### src/rtl/muldiv_pkg.sv
// Shared constants, op codes and state encoding for the RV32M multiply/divide sequencer.
package muldiv_pkg;

   localparam int XLEN = 32;
   localparam int ITER = 32;

   localparam logic [2:0] OP_MUL    = 3'b000;
   localparam logic [2:0] OP_MULH   = 3'b001;
   localparam logic [2:0] OP_MULHSU = 3'b010;
   localparam logic [2:0] OP_MULHU  = 3'b011;
   localparam logic [2:0] OP_DIV    = 3'b100;
   localparam logic [2:0] OP_DIVU   = 3'b101;
   localparam logic [2:0] OP_REM    = 3'b110;
   localparam logic [2:0] OP_REMU   = 3'b111;

   typedef logic [1:0] state_t;
   localparam state_t ST_IDLE = 2'd0;
   localparam state_t ST_BUSY = 2'd1;
   localparam state_t ST_DONE = 2'd2;

   localparam logic [XLEN-1:0] DIV0_Q  = 32'hFFFF_FFFF;
   localparam logic [XLEN-1:0] INT_MIN = 32'h8000_0000;

   function automatic logic op_is_div(input logic [2:0] op);
      return op[2];
   endfunction

   function automatic logic rs1_is_signed(input logic [2:0] op);
      return (op == OP_MULH) || (op == OP_MULHSU) || (op == OP_DIV) || (op == OP_REM);
   endfunction

   function automatic logic rs2_is_signed(input logic [2:0] op);
      return (op == OP_MULH) || (op == OP_DIV) || (op == OP_REM);
   endfunction

endpackage

### src/rtl/muldiv_step.sv
// One iteration of the shared datapath: shift-add multiply or restoring divide.
// The accumulator holds {partial product, multiplier} or {remainder, dividend/quotient}.
module muldiv_step
   import muldiv_pkg::*;
(
   input  logic                i_is_div,
   input  logic [2*XLEN-1:0]   i_acc,
   input  logic [XLEN-1:0]     i_opnd,
   output logic [2*XLEN-1:0]   o_acc
);

   logic [XLEN:0]   w_mul_sum;
   logic [XLEN:0]   w_div_shift;
   logic [XLEN-1:0] w_div_diff;
   logic            w_div_ge;

   always_comb begin
      w_mul_sum   = {1'b0, i_acc[2*XLEN-1:XLEN]} + (i_acc[0] ? {1'b0, i_opnd} : '0);
      w_div_shift = {i_acc[2*XLEN-1:XLEN], i_acc[XLEN-1]};
      w_div_ge    = (w_div_shift >= {1'b0, i_opnd});
      // remainder stays below the divisor, so the difference always fits XLEN bits
      w_div_diff  = w_div_shift[XLEN-1:0] - i_opnd;
      if (i_is_div) begin
         o_acc = {(w_div_ge ? w_div_diff : w_div_shift[XLEN-1:0]), i_acc[XLEN-2:0], w_div_ge};
      end else begin
         o_acc = {w_mul_sum, i_acc[XLEN-1:1]};
      end
   end

endmodule

### src/rtl/muldiv_seq.sv
// Multi-cycle RV32M multiply/divide sequencer with start/ready handshake and one-cycle done pulse.
// MULDIV_FAST_MUL_EN: multiplies resolve at accept with a single combinational multiply.
//
// state   | meaning
// IDLE    | waiting for start, ready high
// BUSY    | iterating one step per clock
// DONE    | result valid, done pulse, ready high (back-to-back accept allowed)
module muldiv_seq
   import muldiv_pkg::*;
(
   input  logic            i_clk,
   input  logic            i_reset,
   input  logic            i_start,
   input  logic [2:0]      i_op,
   input  logic [XLEN-1:0] i_rs1,
   input  logic [XLEN-1:0] i_rs2,
   input  logic            i_kill,
   output logic            o_ready,
   output logic            o_done,
   output logic [XLEN-1:0] o_result
);

   localparam int CNT_W = $clog2(ITER);
   localparam logic [CNT_W-1:0] CNT_LAST = CNT_W'(ITER - 1);

   state_t              r_state;
   logic [CNT_W-1:0]    r_count;
   logic [2:0]          r_op;
   logic                r_neg;
   logic                r_neg_rem;
   logic [2*XLEN-1:0]   r_acc;
   logic [XLEN-1:0]     r_opnd;
   logic [XLEN-1:0]     r_result;

   logic                w_accept;
   logic                w_is_div;
   logic                w_s1;
   logic                w_s2;
   logic [XLEN-1:0]     w_abs1;
   logic [XLEN-1:0]     w_abs2;
   logic                w_div0;
   logic                w_ovf;
   logic                w_special;
   logic [XLEN-1:0]     w_spec_res;
   logic [2*XLEN-1:0]   w_step;
   logic [2*XLEN-1:0]   w_prod;
   logic [XLEN-1:0]     w_quo;
   logic [XLEN-1:0]     w_rem;
   logic [XLEN-1:0]     w_final;

   assign o_ready  = (r_state != ST_BUSY);
   assign o_done   = (r_state == ST_DONE);
   assign o_result = r_result;

   assign w_accept = i_start && o_ready && !i_kill;
   assign w_is_div = op_is_div(i_op);
   assign w_s1     = rs1_is_signed(i_op) & i_rs1[XLEN-1];
   assign w_s2     = rs2_is_signed(i_op) & i_rs2[XLEN-1];
   assign w_abs1   = w_s1 ? -i_rs1 : i_rs1;
   assign w_abs2   = w_s2 ? -i_rs2 : i_rs2;
   assign w_div0   = w_is_div && (i_rs2 == '0);
   assign w_ovf    = ((i_op == OP_DIV) || (i_op == OP_REM)) && (i_rs1 == INT_MIN) && (i_rs2 == '1);

`ifdef MULDIV_FAST_MUL_EN
   logic signed [XLEN:0]     w_fa;
   logic signed [XLEN:0]     w_fb;
   logic signed [2*XLEN+1:0] w_fprod;

   assign w_fa    = {rs1_is_signed(i_op) & i_rs1[XLEN-1], i_rs1};
   assign w_fb    = {rs2_is_signed(i_op) & i_rs2[XLEN-1], i_rs2};
   assign w_fprod = w_fa * w_fb;
`endif

   always_comb begin
      w_special  = w_div0 | w_ovf;
      w_spec_res = '0;
      if (w_div0) begin
         w_spec_res = ((i_op == OP_DIV) || (i_op == OP_DIVU)) ? DIV0_Q : i_rs1;
      end else if (w_ovf) begin
         w_spec_res = (i_op == OP_DIV) ? INT_MIN : '0;
      end
`ifdef MULDIV_FAST_MUL_EN
      if (!w_is_div) begin
         w_special  = 1'b1;
         w_spec_res = (i_op == OP_MUL) ? w_fprod[XLEN-1:0] : w_fprod[2*XLEN-1:XLEN];
      end
`endif
   end

   muldiv_step u_step (
      .i_is_div (op_is_div(r_op)),
      .i_acc    (r_acc),
      .i_opnd   (r_opnd),
      .o_acc    (w_step)
   );

   // sign correction applies to the accumulator after the final step
   always_comb begin
      w_prod = r_neg ? -w_step : w_step;
      w_quo  = r_neg ? -w_step[XLEN-1:0] : w_step[XLEN-1:0];
      w_rem  = r_neg_rem ? -w_step[2*XLEN-1:XLEN] : w_step[2*XLEN-1:XLEN];
      case (r_op)
         OP_MUL:                       w_final = w_prod[XLEN-1:0];
         OP_MULH, OP_MULHSU, OP_MULHU: w_final = w_prod[2*XLEN-1:XLEN];
         OP_DIV, OP_DIVU:              w_final = w_quo;
         default:                      w_final = w_rem;
      endcase
   end

   always_ff @(posedge i_clk or posedge i_reset) begin
      if (i_reset) begin
         r_state   <= ST_IDLE;
         r_count   <= '0;
         r_op      <= '0;
         r_neg     <= 1'b0;
         r_neg_rem <= 1'b0;
         r_acc     <= '0;
         r_opnd    <= '0;
         r_result  <= '0;
      end else begin
         case (r_state)
            ST_BUSY: begin
               if (i_kill) begin
                  r_state <= ST_IDLE;
               end else begin
                  r_acc   <= w_step;
                  r_count <= r_count + 1'b1;
                  if (r_count == CNT_LAST) begin
                     r_state  <= ST_DONE;
                     r_result <= w_final;
                  end
               end
            end
            default: begin
               if (w_accept) begin
                  r_op      <= i_op;
                  r_neg     <= w_s1 ^ w_s2;
                  r_neg_rem <= w_s1;
                  r_count   <= '0;
                  r_acc     <= {{XLEN{1'b0}}, (w_is_div ? w_abs1 : w_abs2)};
                  r_opnd    <= w_is_div ? w_abs2 : w_abs1;
                  if (w_special) begin
                     r_result <= w_spec_res;
                     r_state  <= ST_DONE;
                  end else begin
                     r_state  <= ST_BUSY;
                  end
               end else begin
                  r_state <= ST_IDLE;
               end
            end
         endcase
      end
   end

endmodule
### config.mk
export PLATFORM = sky130hd
export DESIGN_NAME = muldiv_seq
export DESIGN_NICKNAME = d
export VERILOG_FILES = /design/src/rtl/muldiv_pkg.sv /design/src/rtl/muldiv_step.sv /design/src/rtl/muldiv_seq.sv
export SDC_FILE = /design/constraint.sdc
export NUM_CORES = 1
export LEC_CHECK = 0
export ABC_CLOCK_PERIOD_IN_PS = 7900
export CORE_MARGIN = 2
export CORE_UTILIZATION = 40
export DETAILED_ROUTE_END_ITERATION = 10
export PLACE_DENSITY = 0.6
export REMOVE_ABC_BUFFERS = 1
export SYNTH_ARGS = -nofsm -noshare
export SYNTH_HDL_FRONTEND = slang
export SYNTH_SLANG_ARGS = --single-unit
### constraint.sdc
create_clock -name i_clk -period 7.9 [get_ports i_clk]
set_clock_uncertainty 0.1 [all_clocks]
set_input_delay 1.58 -clock i_clk [delete_from_list [all_inputs] [get_ports i_clk]]
set_output_delay 1.58 -clock i_clk [all_outputs]
set_load 0.01 [all_outputs]
Figure 1. Met1 routing.
The bar under the picture is 50 um long. Supply wires on this layer in gray.
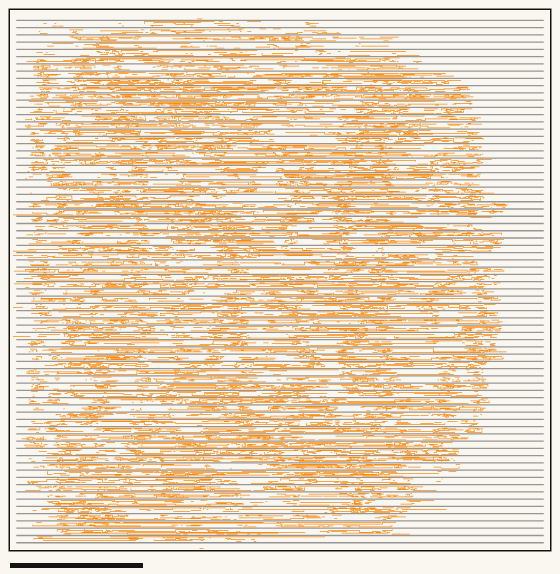
- main direction: horizontal
- wire length on this layer: 27.6 mm
- share of all routed wire: 45%
- nets with wire on the layer: 2,177
- longest straight run: 81.6 um
vias: 16,600
met1 usage: 42.2%

==> flow_metrics.tcl <==
# flow metrics
set metrics [dict create \
    run_status "completed" \
    drv_slew 0 \
    ys_sh_adder_pct 5.89 \
    clock_sink_count 140 \
    comb_power_share_pct 66.3 \
    clkPwrFrac_pct 15.0 \
    relSlewSlack_pct 21.7 \
    grt.overflow.total 0 \
    drcViolationCount 0 \
    top_cell "nand2_1" \
    cts_tree "built" \
    p_switching_mw 3.26 \
    area_leaders "dfrtp_1 22%, o21ai_0 8.5%, nand2_1 7.0%" \
    max_freq_ghz 0.164 \
    synth_area_um2 15800 \
    synth_cell_type_count 93 \
    layout_min_cycle_time_ns 6.09 \
    power_leader "combinational logic" \
    rows 72 \
    r2r-start "r_acc[49]$_DFFE_PP0P_" \
    cp.arrival_ns 6.28 \
    layout-drive-gt1-share_pct 6.04 \
    fp_util_pct 40.7 \
    ys_cells 2154 \
    cp-startpoint "r_acc[49]$_DFFE_PP0P_" \
    yosysSeqAreaShare_pct 22.2 \
    async_flop_share_pct 100 \
    pg_seq_mw 1.18 \
    final_cell_area_um2 17800 \
    place_ws_ns 1.73 \
    p_seq_share_pct 18.7 \
    avgSynthCellArea_um2 7.31 \
    yosys-stat-area_um2 15800 \
    ir_drop_uv 191 \
    switching_share_pct 51.9 \
    tns_ns 0 \
    required_ns 8.09 \
    p_leak_nw 7.17 \
    chipArea_um2 41000 \
    vias_per_cell 6.14 \
    rsz0062_at_grt "false" \
    endpoint_kind "flop" \
    grt_max_degree 97 \
    cts-root-buf "clkbuf_16" \
    endpoint "o_result[28]$_DFFE_PP0P_" \
]
Figure 2. Metal 2.
The bar under the picture is 50 um long.
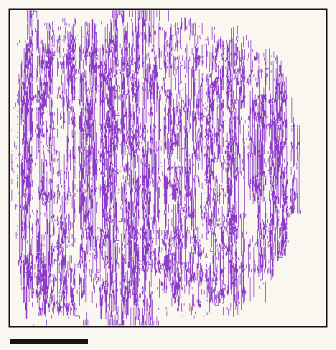
- longest straight run: 114 um
- nets with wire on the layer: 1,879
- share of all routed wire: 45%
- main direction: vertical
- wire length on this layer: 27.0 mm
met2 GRT Util: 45.9%
final WL: 60,700 um

cells in the final DEF (no fill, tap or decap), drive strengths merged, types with 12 or more instances in the layout:
master           n
nand3           28
nand4           30
o22ai           12
nand2          293
xor2            87
or3             17
a31oi           18
dfrtp          140
a21o            23
nor4            17
inv             76
and3            16
buf             33
a22o            15
mux2i           40
a21oi          192
o221ai          21
a211oi          20
clkdlybuf4s50  103
nor3            43
o21ai          271
and2            42
o31ai           34
xnor2          106
nor2           184
ha              71
o211ai          19
clkbuf          23
nand2b          20
o21a            14
layer usage:
metal / GRT usage, % / share of wire [%]
met4: 10.5 / 3.2
met5: 0 / 0
met2: 45.9 / 45
met3: 3.05 / 6.8
met1: 42.2 / 45
critical path, delay by kind of cell, from the launching register on:
kind            cells  cell delay (ns)
xor+xnor            1             0.11
flops               1             0.43
simple gates        7             2.25
buf+inv             3             0.51
compound gates      7             1.88
fa+ha+maj           2             0.64
sequential cells by signal, indices dropped and copies added, names as in the netlist:
| name | count |
|---|---|
| r_neg_rem | 1 |
| r_op | 3 |
| r_acc | 64 |
| r_count | 5 |
| o_result | 32 |
| r_opnd | 32 |
| r_neg | 1 |
| r_state | 2 |
metrics by stage:
stage / util [%] / total power [mW]
floorplan: - / 3.93
global placement: 44.3 / 5.19
detailed placement: 44.3 / 5.23
CTS: 46.0 / 6.20
global route: 46.0 / 6.71
finish: 46.0 / 6.29
cell type report:
type | count | area share (%)
flip-flops and latches | 140 | 19.7
well taps | 518 | 3.64
clock buffers | 23 | 2.74
multi-input cells | 1805 | 64.2
clock inverters | 9 | 1.01
repair buffers | 136 | 7.18
inverters | 74 | 1.59
Power figures rest on the tool's default switching activity, not on a simulated workload.
